Run 1, cell classes on the final placement:
Scale bar: 20 um. Fill, decap, tap and diode cells in grey.
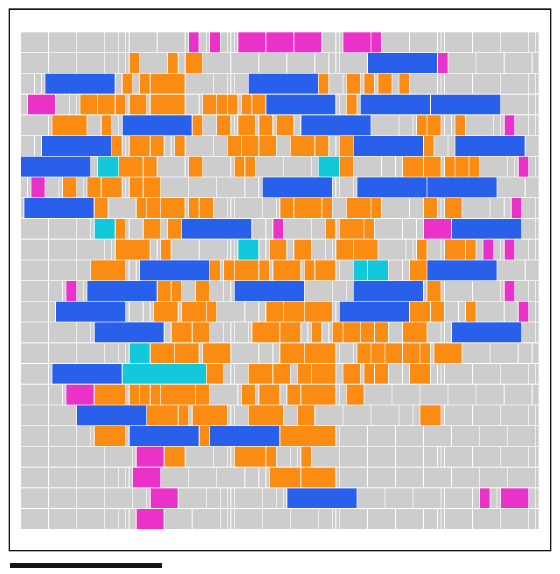
Run 1, routing congestion map:
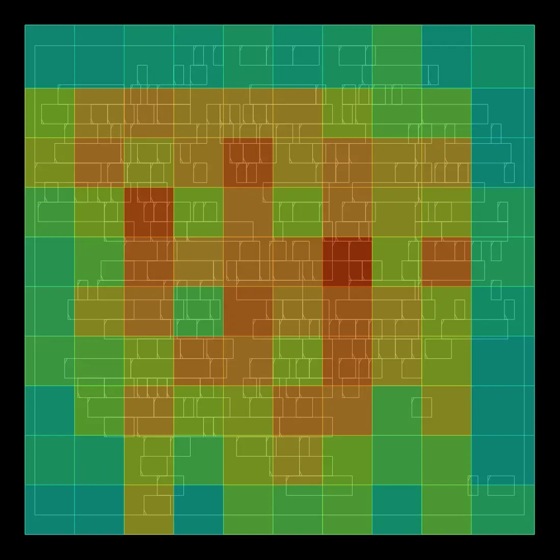
Run 1, cell area per tile:
The die is cut into 7 by 7 equal tiles; black is low, pale yellow is high, 0 to 100% covered.
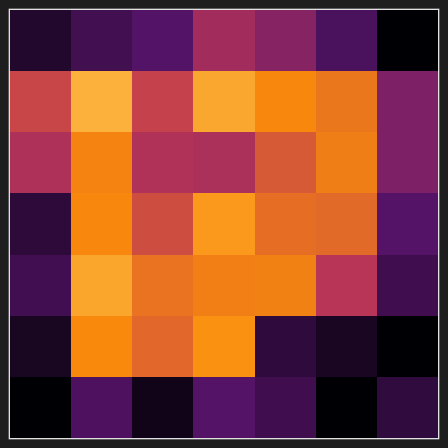
**config.mk**
```make
export PLATFORM = sky130hd
export DESIGN_NAME = sr_divider_5b
export DESIGN_NICKNAME = d
export VERILOG_FILES = /design/src/rtl/sr_divider_5b.sv
export SDC_FILE = /design/constraint.sdc
export NUM_CORES = 1
export LEC_CHECK = 0
export CAP_MARGIN = 0
export CORE_UTILIZATION = 40
export CTS_BUF_LIST = sky130_fd_sc_hd__clkbuf_4
export CTS_CLUSTER_DIAMETER = 80
export CTS_CLUSTER_SIZE = 25
export DETAILED_ROUTE_END_ITERATION = 10
export PLACE_DENSITY_LB_ADDON = 0.3
export RECOVER_POWER = 100
export SLEW_MARGIN = 30
export SYNTH_ARGS = -nofsm -noshare
export SYNTH_HDL_FRONTEND = slang
export SYNTH_SLANG_ARGS = --single-unit
```
**constraint.sdc**
```tcl
create_clock -name CLK -period 3.35 [get_ports CLK]
set_clock_uncertainty 0.2 [all_clocks]
set_input_delay 0.67 -clock CLK [delete_from_list [all_inputs] [get_ports CLK]]
set_output_delay 0.67 -clock CLK [all_outputs]
set_load 0.1 [all_outputs]
```
**src/rtl/sr_divider_5b.sv**
```systemverilog
// -----------------------------------------------------------------------------
// sr_divider_5b
// Sequential restoring shift-subtract divider, one quotient bit per clock.
// Intended for a slow board clock so every iteration can be watched on LEDs.
//
// Ports:
//   CLK    in   1   rising-edge clock (slow board clock)
//   CLR_N  in   1   asynchronous active-low reset
//   BTN    in   1   debounced start button; a 0->1 transition starts a divide
//   SW     in   2N  {dividend, divisor}, sampled only on the start edge
//   QUO    out  N   registered quotient
//   REM    out  N   registered remainder
//   BUSY   out  1   iteration in progress
//   DONE   out  1   QUO/REM hold a valid result
//   DIV0   out  1   with DONE: the divisor was zero
// -----------------------------------------------------------------------------
module sr_divider_5b #(
  parameter int N = 5
) (
  input  logic           CLK,
  input  logic           CLR_N,
  input  logic           BTN,
  input  logic [2*N-1:0] SW,
  output logic [N-1:0]   QUO,
  output logic [N-1:0]   REM,
  output logic           BUSY,
  output logic           DONE,
  output logic           DIV0
);

  localparam int CW = $clog2(N + 1);

  localparam logic [1:0] S_IDLE = 2'd0;
  localparam logic [1:0] S_RUN  = 2'd1;
  localparam logic [1:0] S_ZERO = 2'd2;  // one extra edge for the divide-by-zero result
  localparam logic [1:0] S_FIN  = 2'd3;

  logic [1:0]    state_q, state_d;
  logic          btn_q,   btn_d;
  logic [N-1:0]  a_q,     a_d;     // dividend shifting out, quotient shifting in
  logic [N-1:0]  b_q,     b_d;     // latched divisor
  logic [N:0]    p_q,     p_d;     // partial remainder, one guard bit
  logic [CW-1:0] cnt_q,   cnt_d;
  logic [N-1:0]  quo_q,   quo_d;
  logic [N-1:0]  rem_q,   rem_d;
  logic          div0_q,  div0_d;

  logic          start;
  logic [N:0]    p_sh;
  logic [N-1:0]  a_sh;
  logic [N:0]    trial;
  logic [N:0]    p_nx;
  logic [N-1:0]  a_nx;

  assign start = BTN & ~btn_q;

  // One restoring step: shift {P,A} left, try subtracting B. The shifted P is
  // always below 2*B, so the sign bit of the N+1 bit difference is exact.
  assign p_sh  = {p_q[N-1:0], a_q[N-1]};
  assign a_sh  = {a_q[N-2:0], 1'b0};
  assign trial = p_sh - {1'b0, b_q};

  always_comb begin
    if (trial[N]) begin
      p_nx = p_sh;
      a_nx = a_sh;
    end else begin
      p_nx = trial;
      a_nx = a_sh | N'(1);
    end
  end

  always_comb begin
    // NOTE: every signal gets its hold value first so no path leaves it unassigned (no latches).
    state_d = state_q;
    btn_d   = BTN;
    a_d     = a_q;
    b_d     = b_q;
    p_d     = p_q;
    cnt_d   = cnt_q;
    quo_d   = quo_q;
    rem_d   = rem_q;
    div0_d  = div0_q;

    case (state_q)
      S_IDLE, S_FIN: begin
        // FIN keeps the previous QUO/REM visible until the new result lands.
        if (start) begin
          a_d    = SW[2*N-1:N];
          b_d    = SW[N-1:0];
          p_d    = '0;
          cnt_d  = CW'(N);
          div0_d = 1'b0;
          state_d = (SW[N-1:0] == '0) ? S_ZERO : S_RUN;
        end
      end
      S_RUN: begin
        // BTN is deliberately ignored here.
        a_d   = a_nx;
        p_d   = p_nx;
        cnt_d = cnt_q - CW'(1);
        if (cnt_q == CW'(1)) begin
          quo_d   = a_nx;
          rem_d   = p_nx[N-1:0];
          state_d = S_FIN;
        end
      end
      S_ZERO: begin
        quo_d   = '1;
        rem_d   = a_q;
        div0_d  = 1'b1;
        state_d = S_FIN;
      end
      default: state_d = S_IDLE;
    endcase
  end

  // NOTE: sequential state uses non-blocking assignments so all flops update together on the edge.
  always_ff @(posedge CLK or negedge CLR_N) begin
    if (!CLR_N) begin
      state_q <= S_IDLE;
      btn_q   <= 1'b0;
      a_q     <= '0;
      b_q     <= '0;
      p_q     <= '0;
      cnt_q   <= '0;
      quo_q   <= '0;
      rem_q   <= '0;
      div0_q  <= 1'b0;
    end else begin
      state_q <= state_d;
      btn_q   <= btn_d;
      a_q     <= a_d;
      b_q     <= b_d;
      p_q     <= p_d;
      cnt_q   <= cnt_d;
      quo_q   <= quo_d;
      rem_q   <= rem_d;
      div0_q  <= div0_d;
    end
  end

  // Status is decoded from the state, so BUSY and DONE can never overlap.
  assign QUO  = quo_q;
  assign REM  = rem_q;
  assign BUSY = (state_q == S_RUN);
  assign DONE = (state_q == S_FIN);
  assign DIV0 = div0_q & DONE;

endmodule
```
==> results.yml, run 1 <==
# physical design summary
synth:
  xor_share_pct: 1.846
  async_reset_ff_share_pct: 100.0
  flop_cell: "dfrtp_1"
  avgSynthCellArea_um2: 9.214
  ys_sh_simple_pct: 16.61
clock_network:
  clock_latency_ns: 0.35
  ctsResizeCount: 0
  cts_tree: "done"
critical_path:
  r2r_start: "p_q[3]"
  r2r_end: "p_q[2]"
  path_max_fanout: 4
  reg2reg_depth: 6
  slowest_delay_ns: 0.85
cells_and_area:
  flops: 32
  area_delta_synth_final_pct: 14.04
  final_cells: 284
  layout_top_cell: "dfrtp_1"
  antenna_cells: 0
  logic_area_um2: 980.9
  sh_comb_area_pct: 45.32
hold_path:
  worstHoldPathType: "reg2reg"
  hp-start: "QUO[1]"
place:
  dpl_cell_area_um2: 2153
  dp_slack_ns: 0.6413
job:
  cap_violations: 1
routing:
  wl_mm: 4.134
  drtIter0Drc: 152
  dr_total_vias: 1573
  drc: 0
timing:
  maxSlewViolCount: 33
  tightest_slew_ns: 1.722
global_route:
  grt_max_degree: 33
status:
  violations: "capacitance limit, slew limit"
  outcome: "complete, but fails checks"
floorplanning:
  die_area_um2: 5025
Notes on 'cell classes on the final placement' above:
Key: registers = blue [cells 32]; clock drivers and dummy loads = cyan [cells 8]; remaining logic cells = orange [cells 165]; remaining buffers and delay cells = magenta [cells 27]
fin util: 48.71%
Core Box Area: 4444 um2
row count: 24
design area: 2165 um2
fraction of area in registers: 36.99%

Notes on 'routing congestion map' above:
busiest grt layer: met1
routing usage on met3: 5.128%
wire length per cell: 14.56 um
Tot GR Track Use: 18.02%

Notes on 'cell area per tile' above:
The mean over all tiles is 42%. 10% of the tiles are over 75% full. The fullest tile reaches 83%. The emptiest ninth of the die: south-east. 8.2% of the tiles are nearly empty.
initial core utilization: 42.71%

Run 1, wiring by layer:
Scale bar: 20 um. Only two layers are drawn.
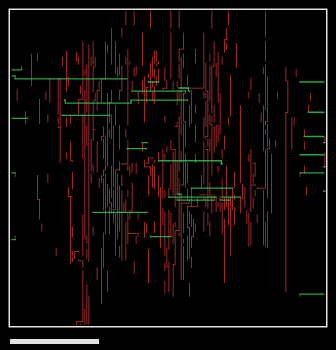

==> inputs of run 2 (changes only) <==
==> constraint.sdc (replaced) <==
create_clock -name CLK -period 2.3 [get_ports CLK]
set_clock_uncertainty 0.2 [all_clocks]
set_input_delay 0.46 -clock CLK [delete_from_list [all_inputs] [get_ports CLK]]
set_output_delay 0.46 -clock CLK [all_outputs]
set_load 0.1 [all_outputs]
Run 2, wiring by layer:
Scale bar: 20 um. Only two layers are drawn.
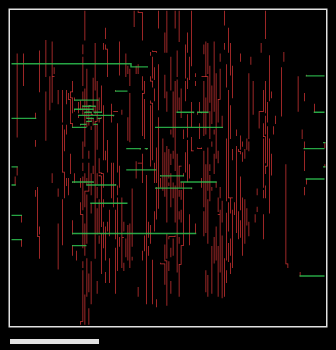
Key: M3 = green [wire length 196 um]; M2 = red [wire length 2000 um]

Run 2, cell classes on the final placement:
Scale bar: 20 um. Fill, decap, tap and diode cells in grey.
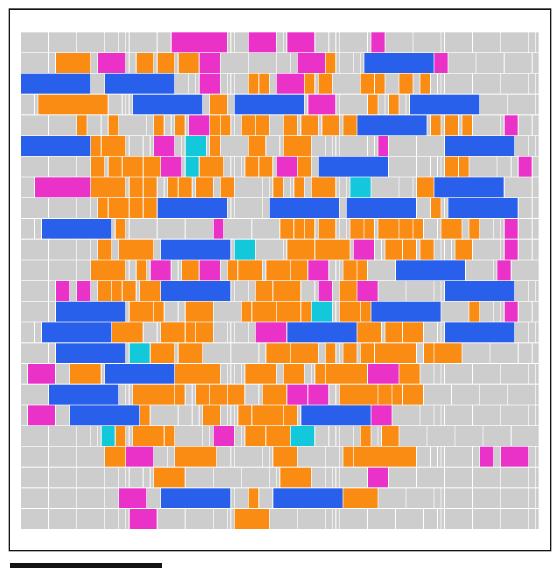
Key: remaining logic cells = orange [cells 165]; remaining buffers and delay cells = magenta [cells 46]; registers = blue [cells 32]; clock drivers and dummy loads = cyan [cells 8]
fraction of area in registers: 33.39%
fin util: 53.97%
design area: 2399 um2

Run 2, sequential cells coloured by netlist name:
Scale bar: 20 um. Other sequential cells in the stronger grey, the rest of the logic in the fainter grey.
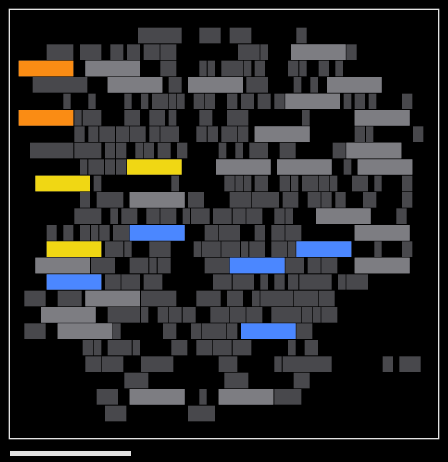
Key: state_q = orange [flops 2]; cnt_q = yellow [flops 3]; p_q = blue [flops 5]

==> run 2 against run 1 <==
The run now ends clean. Critical path type is now reg2reg. Via count grew 5.6%. Worst hold slack gained 0.0017 ns. Register-to-register slack lost 0.55 ns. Non-clock buffer count grew 19. Critical endpoint is now p_q[4]. Cell area grew 11%. Synthesized area is the same. Final cell count grew 6.7%. Sequential share of layout area shrank 3.6 points. Global-route usage grew 1.2 points. Critical path depth grew 4. Routed wire length grew 8.7%.
==> results.yml, run 2 <==
# physical design summary
global_route:
  gr-total-overflow: 0
  grt_busiest_layer: "met2"
  grt_usage_pct: 19.20
  grt_pass1_wl_mm: 7.527
  grt_max_degree: 33
  grt_pass1_vias: 1628
synth:
  adder_share_pct: 7.647
  top_area_cell: "dfrtp_1"
  ys_sh_simple_pct: 16.61
  ys.flops: 32
  ys_cells: 206
  xor_share_pct: 1.846
  synth-compound-area-share_pct: 21.75
  flop_cell: "dfrtp_1"
  synthCells: 206
  avgSynthCellArea_um2: 9.214
  ys_sh_mux_pct: 4.548
  async_reset_ff_share_pct: 100.0
  synth_top_area_share_pct: 42.19
  edf_count: 0
clock_network:
  clock_latency_ns: 0.35
  ctsResizeCount: 1
  cts_tree: "done"
cells_and_area:
  layout_top_cell: "dfrtp_1"
  sh_comb_area_pct: 43.61
  final-clk-cell-share_pct: 2.347
  flops: 32
  logic_area_um2: 1046
  area_delta_synth_final_pct: 26.37
  final_cells: 303
  antenna_cells: 0
  bufAreaShareNonClock_pct: 15.44
floorplanning:
  coreArea_um2: 4444
  fp_util_pct: 42.71
  num_rows: 24
  taps: 52
  die_area_um2: 5025
routing:
  wire_per_inst_um: 14.83
  drc: 0
  drtIter0Drc: 112
  wl_mm: 4.492
  dr_total_vias: 1661
hold_path:
  whs_endpoint: "REM[0]"
  worstHoldPathType: "reg2reg"
  hp-start: "REM[0]"
place:
  dp_slack_ns: 0.009087
  placedCellCount: 292
  dpl_cell_area_um2: 2327
critical_path:
  crit_path_end_kind: "flip-flop"
  reg2reg_depth: 7
  crit_family: "AND-OR/OR-AND gates"
  r2r_start: "p_q[0]"
  crit_chain: "ha_1 > nor2b_4 > o2111a_1 > or3_4 > buf_6 > a21bo_1 > o211ai_1"
  required_ns: 2.36
  path_max_fanout: 5
  path_class: "reg2reg"
  r2r_end: "p_q[4]"
timing:
  tightest_slew_ns: 0.8271
  whs_ns: 0.2857
  maxSlewViolCount: 0
job:
  cap_violations: 0
status:
  outcome: "finished, final reports clean"
